### Met2 routing

(3 px per um)
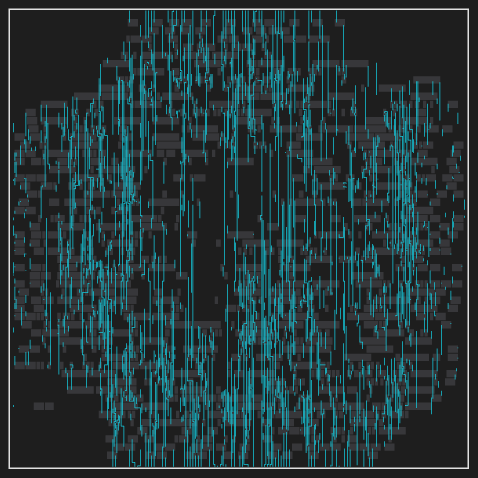
### Clock routing

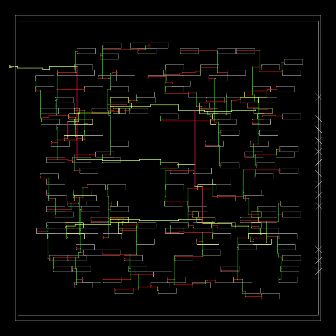
### Routed clock nets over the placement

(3 px per um)
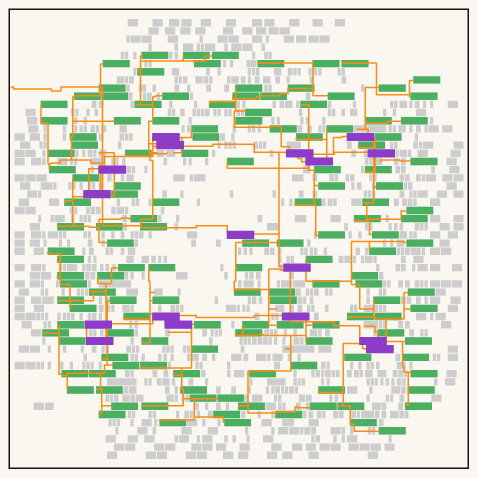
### Cells colored by class

(2 px per um) Fill, decap, tap and diode cells in gray.
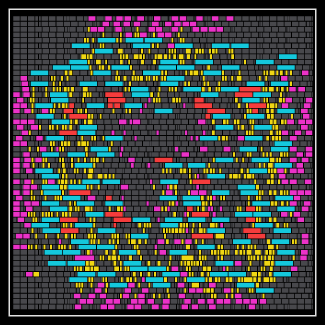
### Nets reached from selected ports

(2 px per um)
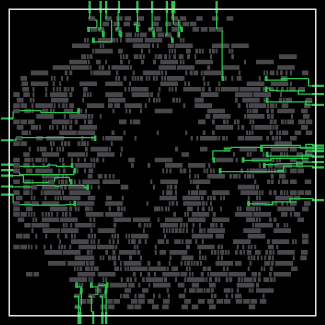
--- src/rtl/feature_mem_streamer.sv ---
// feature_mem_streamer
// Sweeps the 4-bank feature memory once its write phase is complete and
// re-serialises the four bank words of each address into one in-order
// feature stream: feature k comes from bank (k % 4) at address (k / 4).
//
// Stream handshake: a feature transfers on any rising clock edge where
// feat_valid and feat_ready are both high. Once feat_valid is raised it stays
// high, and feat_out / feat_idx / feat_last stay unchanged, until that
// transfer happens. feat_ready may toggle freely and never feeds back into
// the data outputs.
module feature_mem_streamer #(
  parameter int Div_SIZE    = 512,
  parameter int INOUT_WIDTH = 32,
  parameter int ADDR_WIDTH  = 8,
  parameter int RD_LAT      = 1,
  parameter int IDX_WIDTH   = $clog2(Div_SIZE)
) (
  input  logic                   clk,
  input  logic                   reset,
  input  logic                   start,
  input  logic                   mem_ready,
  output logic [ADDR_WIDTH-1:0]  read_address,
  output logic                   re,
  input  logic [INOUT_WIDTH-1:0] in0,
  input  logic [INOUT_WIDTH-1:0] in1,
  input  logic [INOUT_WIDTH-1:0] in2,
  input  logic [INOUT_WIDTH-1:0] in3,
  output logic [INOUT_WIDTH-1:0] feat_out,
  output logic [IDX_WIDTH-1:0]   feat_idx,
  output logic                   feat_valid,
  input  logic                   feat_ready,
  output logic                   feat_last,
  output logic                   busy,
  output logic                   done,
  output logic [2:0]             dbg_state
);

  // FSM encoding
  localparam logic [2:0] S_IDLE = 3'd0;
  localparam logic [2:0] S_READ = 3'd1;
  localparam logic [2:0] S_WAIT = 3'd2;
  localparam logic [2:0] S_EMIT = 3'd3;
  localparam logic [2:0] S_DONE = 3'd4;

  // Latency counter only needs to count 0..RD_LAT-1
  localparam int LAT_W = (RD_LAT > 1) ? $clog2(RD_LAT) : 1;
  localparam logic [LAT_W-1:0]      LAT_LAST  = LAT_W'(RD_LAT - 1);
  localparam logic [ADDR_WIDTH-1:0] LAST_ADDR = ADDR_WIDTH'(Div_SIZE / 4 - 1);
  localparam logic [IDX_WIDTH-1:0]  LAST_IDX  = IDX_WIDTH'(Div_SIZE - 1);

  logic [2:0]             state_q;
  logic [2:0]             state_d;
  logic [ADDR_WIDTH-1:0]  addr_q;
  logic [1:0]             lane_q;
  logic [LAT_W-1:0]       lat_q;
  logic [INOUT_WIDTH-1:0] hold_q [4];
  logic                   busy_q;

  logic start_ok;
  logic handshake;
  logic lat_hit;
  logic group_end;
  logic sweep_end;

  assign start_ok  = (state_q == S_IDLE) && start && mem_ready;
  assign handshake = (state_q == S_EMIT) && feat_ready;
  assign lat_hit   = (state_q == S_WAIT) && (lat_q == LAT_LAST);
  assign group_end = handshake && (lane_q == 2'd3);
  assign sweep_end = group_end && (addr_q == LAST_ADDR);

  // Next-state decode for the sweep sequencer
  always_comb begin
    state_d = state_q;
    case (state_q)
      S_IDLE: if (start_ok) state_d = S_READ;
      S_READ: state_d = S_WAIT;
      S_WAIT: if (lat_hit) state_d = S_EMIT;
      S_EMIT: begin
        if (group_end) state_d = sweep_end ? S_DONE : S_READ;
      end
      S_DONE: state_d = S_IDLE;
      default: state_d = S_IDLE;
    endcase
  end

  // State register
  always_ff @(posedge clk or posedge reset) begin
    if (reset) state_q <= S_IDLE;
    else       state_q <= state_d;
  end

  // Address counter: cleared on an accepted start, stepped after each group
  always_ff @(posedge clk or posedge reset) begin
    if (reset) begin
      addr_q <= '0;
    end else if (start_ok) begin
      addr_q <= '0;
    end else if (group_end && !sweep_end) begin
      addr_q <= addr_q + ADDR_WIDTH'(1);
    end
  end

  // Read-latency counter: counts WAIT cycles since the READ cycle
  always_ff @(posedge clk or posedge reset) begin
    if (reset) begin
      lat_q <= '0;
    end else if (state_q == S_READ) begin
      lat_q <= '0;
    end else if ((state_q == S_WAIT) && !lat_hit) begin
      lat_q <= lat_q + LAT_W'(1);
    end
  end

  // Bank capture: the memory outputs are sampled only here, RD_LAT cycles
  // after the read was issued, so the banks are free to change afterwards
  always_ff @(posedge clk or posedge reset) begin
    if (reset) begin
      for (int i = 0; i < 4; i++) hold_q[i] <= '0;
    end else if (lat_hit) begin
      hold_q[0] <= in0;
      hold_q[1] <= in1;
      hold_q[2] <= in2;
      hold_q[3] <= in3;
    end
  end

  // Lane pointer: restarts at 0 for each group, advances on each transfer
  always_ff @(posedge clk or posedge reset) begin
    if (reset) begin
      lane_q <= 2'd0;
    end else if (lat_hit) begin
      lane_q <= 2'd0;
    end else if (handshake) begin
      lane_q <= lane_q + 2'd1;
    end
  end

  // Busy flag: set on an accepted start, dropped as DONE hands back to IDLE
  always_ff @(posedge clk or posedge reset) begin
    if (reset) begin
      busy_q <= 1'b0;
    end else if (start_ok) begin
      busy_q <= 1'b1;
    end else if (state_q == S_DONE) begin
      busy_q <= 1'b0;
    end
  end

  // Output decode; data outputs are forced to zero whenever not valid
  always_comb begin
    re           = (state_q == S_READ);
    read_address = addr_q;
    feat_valid   = (state_q == S_EMIT);
    feat_out     = '0;
    feat_idx     = '0;
    if (feat_valid) begin
      feat_out = hold_q[lane_q];
      feat_idx = IDX_WIDTH'({addr_q, lane_q});
    end
    feat_last = feat_valid && (feat_idx == LAST_IDX);
    busy      = busy_q;
    done      = (state_q == S_DONE);
    dbg_state = state_q;
  end

endmodule

--- config.mk ---
export PLATFORM = sky130hd
export DESIGN_NAME = feature_mem_streamer
export DESIGN_NICKNAME = d
export VERILOG_FILES = /design/src/rtl/feature_mem_streamer.sv
export SDC_FILE = /design/constraint.sdc
export NUM_CORES = 1
export LEC_CHECK = 0
export ABC_AREA = 1
export CAP_MARGIN = 20
export CORE_UTILIZATION = 30
export CTS_CLUSTER_DIAMETER = 50
export DETAILED_ROUTE_END_ITERATION = 8
export GPL_ROUTABILITY_DRIVEN = 0
export GPL_TIMING_DRIVEN = 0
export SYNTH_ARGS = -nofsm -noshare
export SYNTH_HDL_FRONTEND = slang
export SYNTH_SLANG_ARGS = --single-unit
--- constraint.sdc ---
create_clock -name clk -period 10.3 [get_ports clk]
set_input_delay 2.06 -clock clk [delete_from_list [all_inputs] [get_ports clk]]
set_output_delay 2.06 -clock clk [all_outputs]
set_load 0.02 [all_outputs]
==> impl_metrics.csv <==
group,metric,value,unit
outcome,status,"complete, but fails checks",
outcome,violations,"design-rule violations",
clocking,h-tree-depth,4,
clocking,cts-root-to-sink-buffers,2,
clocking,cts_hold_buf,0,
worst_setup_path,path_max_fanout,10,
sta,finalCritPeriodShare,0.486,
synthesis,ys_warn_count,0,
die,initCoreUtil,0.309,
global_route,antenna_found_initial,1,
synthesis,postSynthAreaPerCell,7.77,um2
die,core_area,22000,um2
die,die-height,153,um
power_and_ir_drop,power_density,297,nW/um2
worst_setup_path,path_delay_family,"buffers and inverters",
sta,rsz0062_at_grt,"false",
worst_setup_path,reg2reg_to,"hold_q[64]",
route,drcViolationCount,13,
global_route,grt_pass1_vias,6098,
clocking,ctsResizeCount,0,
worst_setup_path,reg2reg_depth,6,
synthesis,ys_cells,874,
sta,finalHoldViolCount,0,
place,dp_hpwl,15800,um
worst_setup_path,worst-r2r-setup-slack,8.48,ns
worst_setup_path,crit_cells,6,
sta,clock_skew,0.0111,ns
die,die_x,153,um
job,warnings,26,
sta,period_needed,5.01,ns
finish,regArea,3580,um2
finish,diodes,0,
sta,maxSlewHeadroom,0.521,
worst_setup_path,worstPathBufferInverterCount,3,
route,viasPerCell,4.56,
route,first_pass_iters,6,
clocking,cts-root-buf,"clkbuf_16",
sta,fin_tns_setup,0,ns
sta,fmax,200,MHz
global_route,grt_pass1_wl,33700,um
sta,finalMaxSlewViolations,0,
worst_setup_path,worst_setup_path_end_kind,"primary output",
Back to the opening pictures, 'Met2 routing':
The layer carries 9790 um of wire. The layer holds 45% of the routed length.
Vias: 6273
DRT Wirelength: 21700 um

Back to the opening pictures, 'Clock routing':
clock-net power: 657 uW
clk_buf instances: 21
total clock sinks: 143

Back to the opening pictures, 'Routed clock nets over the placement':
Green marks flip-flops, count 143. Purple marks clock-net drivers, count 17. Orange marks clock wires, length 1980 um.
Position of the flops: widely spread. There are 18 routed clock nets.

Back to the opening pictures, 'Cells colored by class':
Magenta marks remaining buffers and delay cells, cells 243. Yellow marks remaining logic cells, cells 678. Cyan marks registers, cells 143. Red marks clock drivers and dummy loads, cells 32.

Back to the opening pictures, 'Nets reached from selected ports':
Green marks in2, direction input, edge 10 right, 10 top, 7 left, 5 bottom, end cells 32, buffers 32, wire 885 um.
IO Count: 190
I/O Buffers: 189

## worst max path at each step
stage / from / to
after floorplan: reset / busy
final: dbg_state[0] / feat_out[0]
after CTS: dbg_state[0] / feat_out[0]
after global routing: dbg_state[0] / feat_out[0]
after detailed placement: dbg_state[0] / feat_out[0]
after global placement: reset / hold_q[40]
## power by group
part,internal (uW),switching (uW)
registers,828,128
clock network,409,248
logic,475,790
## cell families after synthesis
group | synth area share
DFF | 0.527
and+or+nand+nor | 0.256
AOI/OAI and AO/OA | 0.128
adders and majority gates | 0.00368
buffers and inverters | 0.0792
xor gates and xnor gates | 0.00644
## flip-flops by register name, summed over array words and instances, names as in the netlist
name and cells:
hold_q 128, lane_q 2, read_address 8, lat_q 1, dbg_state 3, busy 1
## per-stage QoR
step	worst slack (ns)	cells	total power (uW)	instance area, um2	hold slack (ns)
final	5.29	1376	2880	9700	0.474
after detailed placement	5.78	1344	2240	9070	0.460
after global placement	2.09	1343	2210	9040	0.457
after floorplan	4.40	874	1740	6800	0.444
after CTS	5.31	1376	2910	9700	0.477
after global routing	5.18	1376	3100	9700	0.483
## worst min-delay path, cell delays in order, from the launching register on
cell,delay [ns]
dfrtp_1,0.34
nand2_1,0.05
nand2_1,0.05
## synth_stat cells (all sizes together)
cell type / number / area share
inv: 64 / 0.035
nor4: 1 / 0.00092
ha: 2 / 0.0037
o21ai: 83 / 0.061
clkbuf: 29 / 0.016
buf: 24 / 0.027
nand4: 2 / 0.0018
clkinv: 1 / 0.00055
nand3b: 1 / 0.0011
o211ai: 29 / 0.032
nand2: 358 / 0.20
a211oi: 1 / 0.0011
nand3: 18 / 0.015
nor3: 2 / 0.0015
a21oi: 44 / 0.032
a31oi: 1 / 0.00092
nor2: 66 / 0.038
xor2: 5 / 0.0064
dfrtp: 143 / 0.53
## final cells by class
| class | instances | share of cell area |
|---|---|---|
| clock inverter | 11 | 0.0157 |
| tap | 280 | 0.0361 |
| buffer | 53 | 0.0303 |
| sequential | 143 | 0.369 |
| timing repair buffer | 190 | 0.198 |
| clock buffer | 21 | 0.0495 |
| inverter | 65 | 0.0257 |
| multi-input combinational | 613 | 0.276 |
## metal layers
layer	wire length, um	track usage	vias up
met2	9790	0.291	185
met4	212	0.0370	2
met3	1350	0.0475	18
met5	11	0	-
li1	-	-	3176
met1	10400	0.269	2892
Power figures rest on the tool's default switching activity, not on a simulated workload.
